==> src/rtl/yl3_pkg.sv <==
// Shared types and constants for the YL-3 display arbiter slice.
package yl3_pkg;

   localparam int unsigned YL3_MSG_W = 64;
   localparam logic [YL3_MSG_W-1:0] YL3_BLANK_MSG = 64'h2020_2020_2020_2020;

   localparam logic [2:0] StIdle    = 3'd0;
   localparam logic [2:0] StArb     = 3'd1;
   localparam logic [2:0] StWaitRdy = 3'd2;
   localparam logic [2:0] StLoad    = 3'd3;
   localparam logic [2:0] StBusy    = 3'd4;
   localparam logic [2:0] StDwell   = 3'd5;

   function automatic int unsigned yl3_idw(input int unsigned n);
      return (n > 2) ? $clog2(n) : 1;
   endfunction

   function automatic logic [31:0] yl3_sat_inc(input logic [31:0] v);
      return (v == 32'hFFFF_FFFF) ? v : v + 32'd1;
   endfunction

endpackage

==> src/rtl/yl3_display_arbiter_if.sv <==
// Load/ready link between the arbiter (master) and the YL-3 serial driver (slave).
interface yl3_display_arbiter_if;
   import yl3_pkg::*;

   logic [YL3_MSG_W-1:0] drv_data;
   logic                 drv_load;
   logic                 drv_ready;

   modport master (output drv_data, output drv_load, input drv_ready);
   modport slave  (input drv_data, input drv_load, output drv_ready);

endinterface

==> src/rtl/yl3_rr_arbiter.sv <==
// Combinational round-robin picker; search begins one past ptr.
module yl3_rr_arbiter
   import yl3_pkg::*;
#(
   parameter int unsigned NUM_REQ = 4,
   localparam int unsigned IDW = yl3_idw(NUM_REQ)
) (
   input  logic [NUM_REQ-1:0] req,
   input  logic [IDW-1:0]     ptr,
   output logic [NUM_REQ-1:0] grant,
   output logic [IDW-1:0]     idx,
   output logic               any_req
);

   logic [IDW-1:0] j;

   always_comb begin
      grant   = '0;
      idx     = '0;
      any_req = 1'b0;
      j       = '0;
      for (int unsigned i = 0; i < NUM_REQ; i++) begin
         j = IDW'((32'(ptr) + 32'd1 + i) % NUM_REQ);
         if (!any_req && req[j]) begin
            any_req  = 1'b1;
            grant[j] = 1'b1;
            idx      = j;
         end
      end
   end

endmodule

==> src/rtl/yl3_display_arbiter.sv <==
// Shares one YL-3 display driver between NUM_REQ requesters with dwell and periodic refresh.
module yl3_display_arbiter
   import yl3_pkg::*;
#(
   parameter int unsigned NUM_REQ        = 4,
   parameter int unsigned DWELL_CYCLES   = 50_000_000,
   parameter int unsigned REFRESH_CYCLES = 25_000_000,
   parameter int unsigned LOAD_TIMEOUT   = 16,
   localparam int unsigned IDW = yl3_idw(NUM_REQ)
) (
   input  logic                         clk,
   input  logic                         rst_n,
   input  logic [NUM_REQ-1:0]           req,
   input  logic [YL3_MSG_W*NUM_REQ-1:0] req_data,
   output logic [NUM_REQ-1:0]           grant,
   output logic                         done,
   output logic [IDW-1:0]               owner,
   output logic                         busy,
   output logic                         err_timeout,
   yl3_display_arbiter_if.master        drv
);

   localparam logic [31:0] DwellLast   = (DWELL_CYCLES > 0)   ? 32'(DWELL_CYCLES - 1)   : '0;
   localparam logic [31:0] RefreshLast = (REFRESH_CYCLES > 0) ? 32'(REFRESH_CYCLES - 1) : '0;
   localparam logic [31:0] LoadLast    = (LOAD_TIMEOUT > 0)   ? 32'(LOAD_TIMEOUT - 1)   : '0;

   logic [2:0]           state_q, state_d;
   logic [YL3_MSG_W-1:0] data_q, data_d;
   logic                 load_q, load_d;
   logic [NUM_REQ-1:0]   grant_d;
   logic                 done_d, err_d, busy_d;
   logic [IDW-1:0]       owner_d;
   logic                 msg_valid_q, msg_valid_d;
   logic                 is_refresh_q, is_refresh_d;
   logic                 preempt_q, preempt_d;
   logic [31:0]          refresh_cnt_q, refresh_cnt_d;
   logic [31:0]          dwell_cnt_q, dwell_cnt_d;
   logic [31:0]          load_cnt_q, load_cnt_d;

   logic [NUM_REQ-1:0]   own_mask, arb_req, arb_grant;
   logic [IDW-1:0]       arb_idx;
   logic                 arb_any;

   // An owner preempting its own dwell must not lose the slot to another requester.
   assign own_mask = NUM_REQ'(1) << owner;
   assign arb_req  = preempt_q ? (req & own_mask) : req;

   yl3_rr_arbiter #(
      .NUM_REQ (NUM_REQ)
   ) u_rr (
      .req     (arb_req),
      .ptr     (owner),
      .grant   (arb_grant),
      .idx     (arb_idx),
      .any_req (arb_any)
   );

   assign drv.drv_data = data_q;
   assign drv.drv_load = load_q;

   always_comb begin
      state_d       = state_q;
      data_d        = data_q;
      load_d        = load_q;
      grant_d       = '0;
      done_d        = 1'b0;
      err_d         = 1'b0;
      owner_d       = owner;
      msg_valid_d   = msg_valid_q;
      is_refresh_d  = is_refresh_q;
      preempt_d     = preempt_q;
      refresh_cnt_d = refresh_cnt_q;
      dwell_cnt_d   = dwell_cnt_q;
      load_cnt_d    = load_cnt_q;
      case (state_q)
         StIdle: begin
            if (|req) begin
               state_d       = StArb;
               preempt_d     = 1'b0;
               refresh_cnt_d = '0;
            end else if (REFRESH_CYCLES != 0 && msg_valid_q && refresh_cnt_q >= RefreshLast) begin
               state_d       = StWaitRdy;
               is_refresh_d  = 1'b1;
               refresh_cnt_d = '0;
            end else begin
               refresh_cnt_d = yl3_sat_inc(refresh_cnt_q);
            end
         end
         StArb: begin
            preempt_d = 1'b0;
            if (arb_any) begin
               data_d       = req_data[YL3_MSG_W*32'(arb_idx) +: YL3_MSG_W];
               owner_d      = arb_idx;
               grant_d      = arb_grant;
               msg_valid_d  = 1'b1;
               is_refresh_d = 1'b0;
               state_d      = StWaitRdy;
            end else begin
               state_d = StIdle;
            end
         end
         StWaitRdy: begin
            if (drv.drv_ready) begin
               load_d     = 1'b1;
               load_cnt_d = '0;
               state_d    = StLoad;
            end
         end
         StLoad: begin
            if (!drv.drv_ready) begin
               load_d  = 1'b0;
               state_d = StBusy;
            end else if (load_cnt_q >= LoadLast) begin
               load_d  = 1'b0;
               err_d   = 1'b1;
               state_d = StIdle;
            end else begin
               load_cnt_d = yl3_sat_inc(load_cnt_q);
            end
         end
         StBusy: begin
            if (drv.drv_ready) begin
               done_d        = 1'b1;
               refresh_cnt_d = '0;
               dwell_cnt_d   = '0;
               state_d       = is_refresh_q ? StIdle : StDwell;
            end
         end
         StDwell: begin
            if (req[owner]) begin
               preempt_d = 1'b1;
               state_d   = StArb;
            end else if (dwell_cnt_q >= DwellLast) begin
               state_d = StIdle;
            end else begin
               dwell_cnt_d = yl3_sat_inc(dwell_cnt_q);
            end
         end
         default: state_d = StIdle;
      endcase
      busy_d = (state_d != StIdle);
   end

   always_ff @(posedge clk or negedge rst_n) begin
      if (!rst_n) begin
         state_q       <= StIdle;
         data_q        <= YL3_BLANK_MSG;
         load_q        <= 1'b0;
         grant         <= '0;
         done          <= 1'b0;
         err_timeout   <= 1'b0;
         busy          <= 1'b0;
         owner         <= '0;
         msg_valid_q   <= 1'b0;
         is_refresh_q  <= 1'b0;
         preempt_q     <= 1'b0;
         refresh_cnt_q <= '0;
         dwell_cnt_q   <= '0;
         load_cnt_q    <= '0;
      end else begin
         state_q       <= state_d;
         data_q        <= data_d;
         load_q        <= load_d;
         grant         <= grant_d;
         done          <= done_d;
         err_timeout   <= err_d;
         busy          <= busy_d;
         owner         <= owner_d;
         msg_valid_q   <= msg_valid_d;
         is_refresh_q  <= is_refresh_d;
         preempt_q     <= preempt_d;
         refresh_cnt_q <= refresh_cnt_d;
         dwell_cnt_q   <= dwell_cnt_d;
         load_cnt_q    <= load_cnt_d;
      end
   end

endmodule
==> src/flat_wrapper.sv <==
// flat-port wrapper written by rule: the top's interface ports become plain ports
module yl3_display_arbiter_flat import yl3_pkg::*;
#(
   parameter int unsigned NUM_REQ        = 4,
   parameter int unsigned DWELL_CYCLES   = 50_000_000,
   parameter int unsigned REFRESH_CYCLES = 25_000_000,
   parameter int unsigned LOAD_TIMEOUT   = 16,
   localparam int unsigned IDW = yl3_idw(NUM_REQ)
)
  (clk, rst_n, req, req_data, grant, done, owner, busy, err_timeout, drv_drv_data, drv_drv_load, drv_drv_ready);
  yl3_display_arbiter_if drv_i ();
  input  logic clk;
  input  logic rst_n;
  input  logic [NUM_REQ-1:0] req;
  input  logic [YL3_MSG_W*NUM_REQ-1:0] req_data;
  output logic [NUM_REQ-1:0] grant;
  output logic done;
  output logic [IDW-1:0] owner;
  output logic busy;
  output logic err_timeout;
  output wire logic [$bits(drv_i.drv_data)-1:0] drv_drv_data;
  output wire logic [$bits(drv_i.drv_load)-1:0] drv_drv_load;
  input wire logic [$bits(drv_i.drv_ready)-1:0] drv_drv_ready;
  assign drv_drv_data = drv_i.drv_data;
  assign drv_drv_load = drv_i.drv_load;
  assign drv_i.drv_ready = drv_drv_ready;
  yl3_display_arbiter #(.NUM_REQ(NUM_REQ), .DWELL_CYCLES(DWELL_CYCLES), .REFRESH_CYCLES(REFRESH_CYCLES), .LOAD_TIMEOUT(LOAD_TIMEOUT)) u_core (.clk(clk), .rst_n(rst_n), .req(req), .req_data(req_data), .grant(grant), .done(done), .owner(owner), .busy(busy), .err_timeout(err_timeout), .drv(drv_i));
endmodule
==> config.mk <==
export PLATFORM = sky130hd
export DESIGN_NAME = yl3_display_arbiter_flat
export DESIGN_NICKNAME = d
export VERILOG_FILES = /design/src/rtl/yl3_pkg.sv /design/src/rtl/yl3_display_arbiter_if.sv /design/src/rtl/yl3_rr_arbiter.sv /design/src/rtl/yl3_display_arbiter.sv /design/src/flat_wrapper.sv
export SDC_FILE = /design/constraint.sdc
export NUM_CORES = 1
export LEC_CHECK = 0
export CORE_ASPECT_RATIO = 0.8
export CORE_MARGIN = 2
export CORE_UTILIZATION = 40
export CTS_CLUSTER_SIZE = 24
export DETAILED_ROUTE_END_ITERATION = 8
export PLACE_DENSITY_LB_ADDON = 0.2
export SLEW_MARGIN = 0
export SYNTH_ARGS = -nofsm -noshare
export SYNTH_HDL_FRONTEND = slang
export SYNTH_SLANG_ARGS = --single-unit
==> constraint.sdc <==
create_clock -name clk -period 4.3 [get_ports clk]
set_clock_uncertainty 0.15 [all_clocks]
set_input_delay 1.29 -clock clk [delete_from_list [all_inputs] [get_ports clk]]
set_output_delay 1.29 -clock clk [all_outputs]
set_load 0.005 [all_outputs]
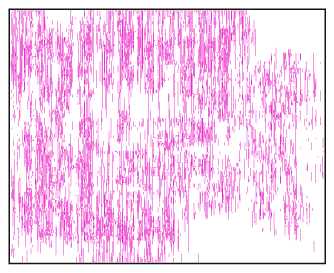
met2.png
(1.5 px per µm)
longest straight run: 69.0 µm
nets with wire on the layer: 1810

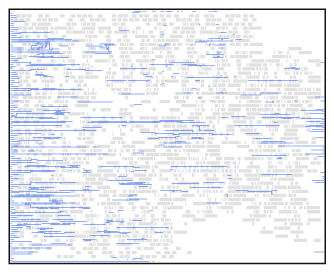
met3.png
(1.5 px per µm)
wire length on this layer: 4180 µm
longest straight run: 91.1 µm

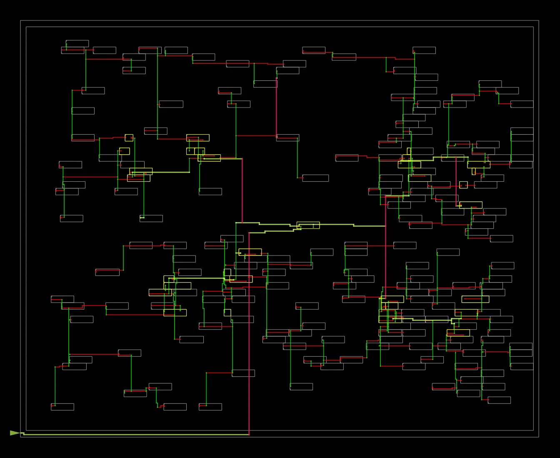
final_clocks.png
number of sinks on the clock net: 176
flip-flops: 176

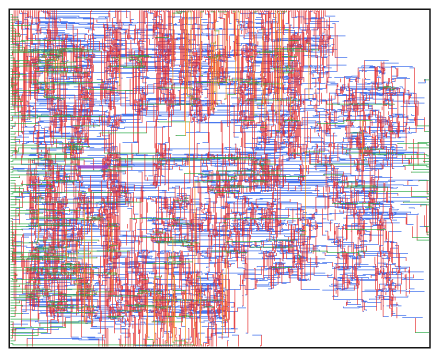
metal_stack.png
(2 px per µm)
| layer | colour | wire length |
|---|---|---|
| met5 | purple | 13.8 µm |
| met1 | blue | 21.8 mm |
| met4 | orange | 1600 µm |
| met3 | green | 4180 µm |
| met2 | red | 23.0 mm |

==> Implementation_results.wiki <==
== Metrics ==
{| class="wikitable"
! Metric !! Value
|-
| Status || completed
|-
| Worst-case clock buffer depth || 2
|-
| Number of global-route vias before repair || 14300
|-
| Worst hold path startpoint || u_core.drv.drv_data[21]
|-
| Final setup viols || 0
|-
| Count of endpoints failing hold in the final timing report || 0
|-
| Fraction of the mapped netlist area in compound gates || 31.0%
|-
| Total routing resource utilization after global routing || 27.9%
|-
| Worst setup SP type || input pin
|-
| Total vias in the final route || 14800
|-
| Total Nets Final || 2201
|-
| Uppermost metal layer occupied by signal nets || met5
|-
| Sequential-to-total area share from yosys stat || 32.6%
|-
| Vertical extent of the die || 168 µm
|-
| Fin crit share || 87.6%
|-
| Cell internal pwr || 6300 µW
|-
| Proportion of layout cells with a drive suffix above 1 || 8.51%
|-
| Post-cts repair resize count || 0
|-
| CP arrival || 3.96 ns
|-
| Cell accounting for the most synthesized area || dfrtp_1
|-
| Mux share || 8.44%
|-
| XORs/XNORs by Area || 1.29%
|-
| CP Buf/Inv Count || 3
|-
| Cell Type Count || 73
|-
| Crit path setup slack, layout || 0.531 ns
|-
| Total chip power || 12300 µW
|-
| Number of warnings in the stage logs || 36
|-
| Dominant synthesized flop cell || dfrtp_1
|-
| Post-synthesis share of cell area spent on full adders, half adders and majority gates || 1.02%
|-
| Power attributed to sequential cells || 2430 µW
|-
| Fraction of area in clock buffers and inverters || 3.29%
|-
| Antenna Diode Count || 5
|-
| Biggest area cells || dfrtp_1, nor2_1, mux2i_1
|-
| Largest net degree at the start of global routing || 124
|-
| Well-tap cell count || 434
|-
| Dominant logic cell types in the final layout || clkdlybuf4s50_1, nor2_1, dfrtp_1
|-
| Final Max-Slew Violation Tally || 0
|-
| Io pins || 337
|-
| Final instance count without filler cells || 2379
|-
| Setup repair after global routing missed its margin || false
|-
| Number of instances in the placed design || 2342
|-
| MI comb area || 8440 µm²
|-
| Maximum vdd drop || 494 µV
|-
| Post-DP Area || 17500 µm²
|-
| Flip-flop and latch count after synthesis || 176
|-
| Worst rel slew slack || 30.9%
|-
| Layout clock buffers || 20
|-
| Proportion of netlist area held by the largest area contributor || 31.1%
|-
| CTS Buf Count || 17
|-
| Number of vias per cell || 6.20
|-
| Hold crit path type || flip-flop to flip-flop
|-
| Worst setup startpoint || req[0]
|-
| Routed wire length on met2 || 23000 µm
|-
| Total number of H-tree levels || 4
|-
| Clk. pwr || 1640 µW
|-
| Worst Path Class, Setup || input pin to flip-flop
|-
| Area fraction in and, or, nand and nor cells after synthesis || 20.1%
|-
| Synthesis-to-finish area growth || 33.9%
|-
| Wire length on met1 || 21800 µm
|-
| Number of remaining DRC errors || 0
|-
| Combinational group share of total power || 66.9%
|-
| Critical path capture point type || flip-flop
|-
| Total cells reported by yosys after synthesis || 1676
|-
| Met3 routed WL || 4180 µm
|-
| Peak per-stage delay on the critical path || 0.61 ns
|-
| Total congestion overflow || 0
|-
| Row count || 60
|-
| Met2 Usage GRT || 42.6%
|-
| Portion of total power attributed to the clock network || 13.3%
|-
| DP Wirelength || 33800 µm
|-
| Family of cells with the greatest summed delay on the critical path || buffers and inverters
|-
| Clock-pin slew reported for the worst setup and hold paths after clock tree synthesis || 0.07 ns
|-
| Most heavily used metal layer in global routing || met2
|-
| Routability congestion estimate from global placement || 0.887
|-
| Proportion of cell area occupied by multi-input gates || 46.6%
|-
| GR Util met1 || 38.0%
|-
| Total of fill cells in the finished design || 3083
|-
| Pwr dens || 680 nW/µm²
|-
| Core Util at FP || 40.4%
|}
worst paths after layout:
kind,to,slack [ns],cells after the start
setup / recovery,u_core.drv.drv_data[9],0.53,9
hold / removal,u_core.drv.drv_data[21],0.35,2
setup reg to reg,u_core.drv.drv_data[56],0.81,9
hold reg to reg,u_core.drv.drv_data[21],0.35,2
max in group asynchronous,u_core.drv.drv_data[13],2.37,2
min in group asynchronous,u_core.load_cnt_q[22],0.72,1
state kept, by name (all words and copies together), names as in the netlist:
signal,cells
u_core.dwell_cnt_q,32
u_core.msg_valid_q,1
u_core.grant,4
u_core.refresh_cnt_q,32
u_core.state_q,3
u_core.err_timeout,1
u_core.is_refresh_q,1
u_core.drv.drv_load,1
u_core.busy,1
u_core.load_cnt_q,32
u_core.owner,2
u_core.preempt_q,1
u_core.drv.drv_data,64
u_core.done,1
Power and IR drop assume default switching activity.
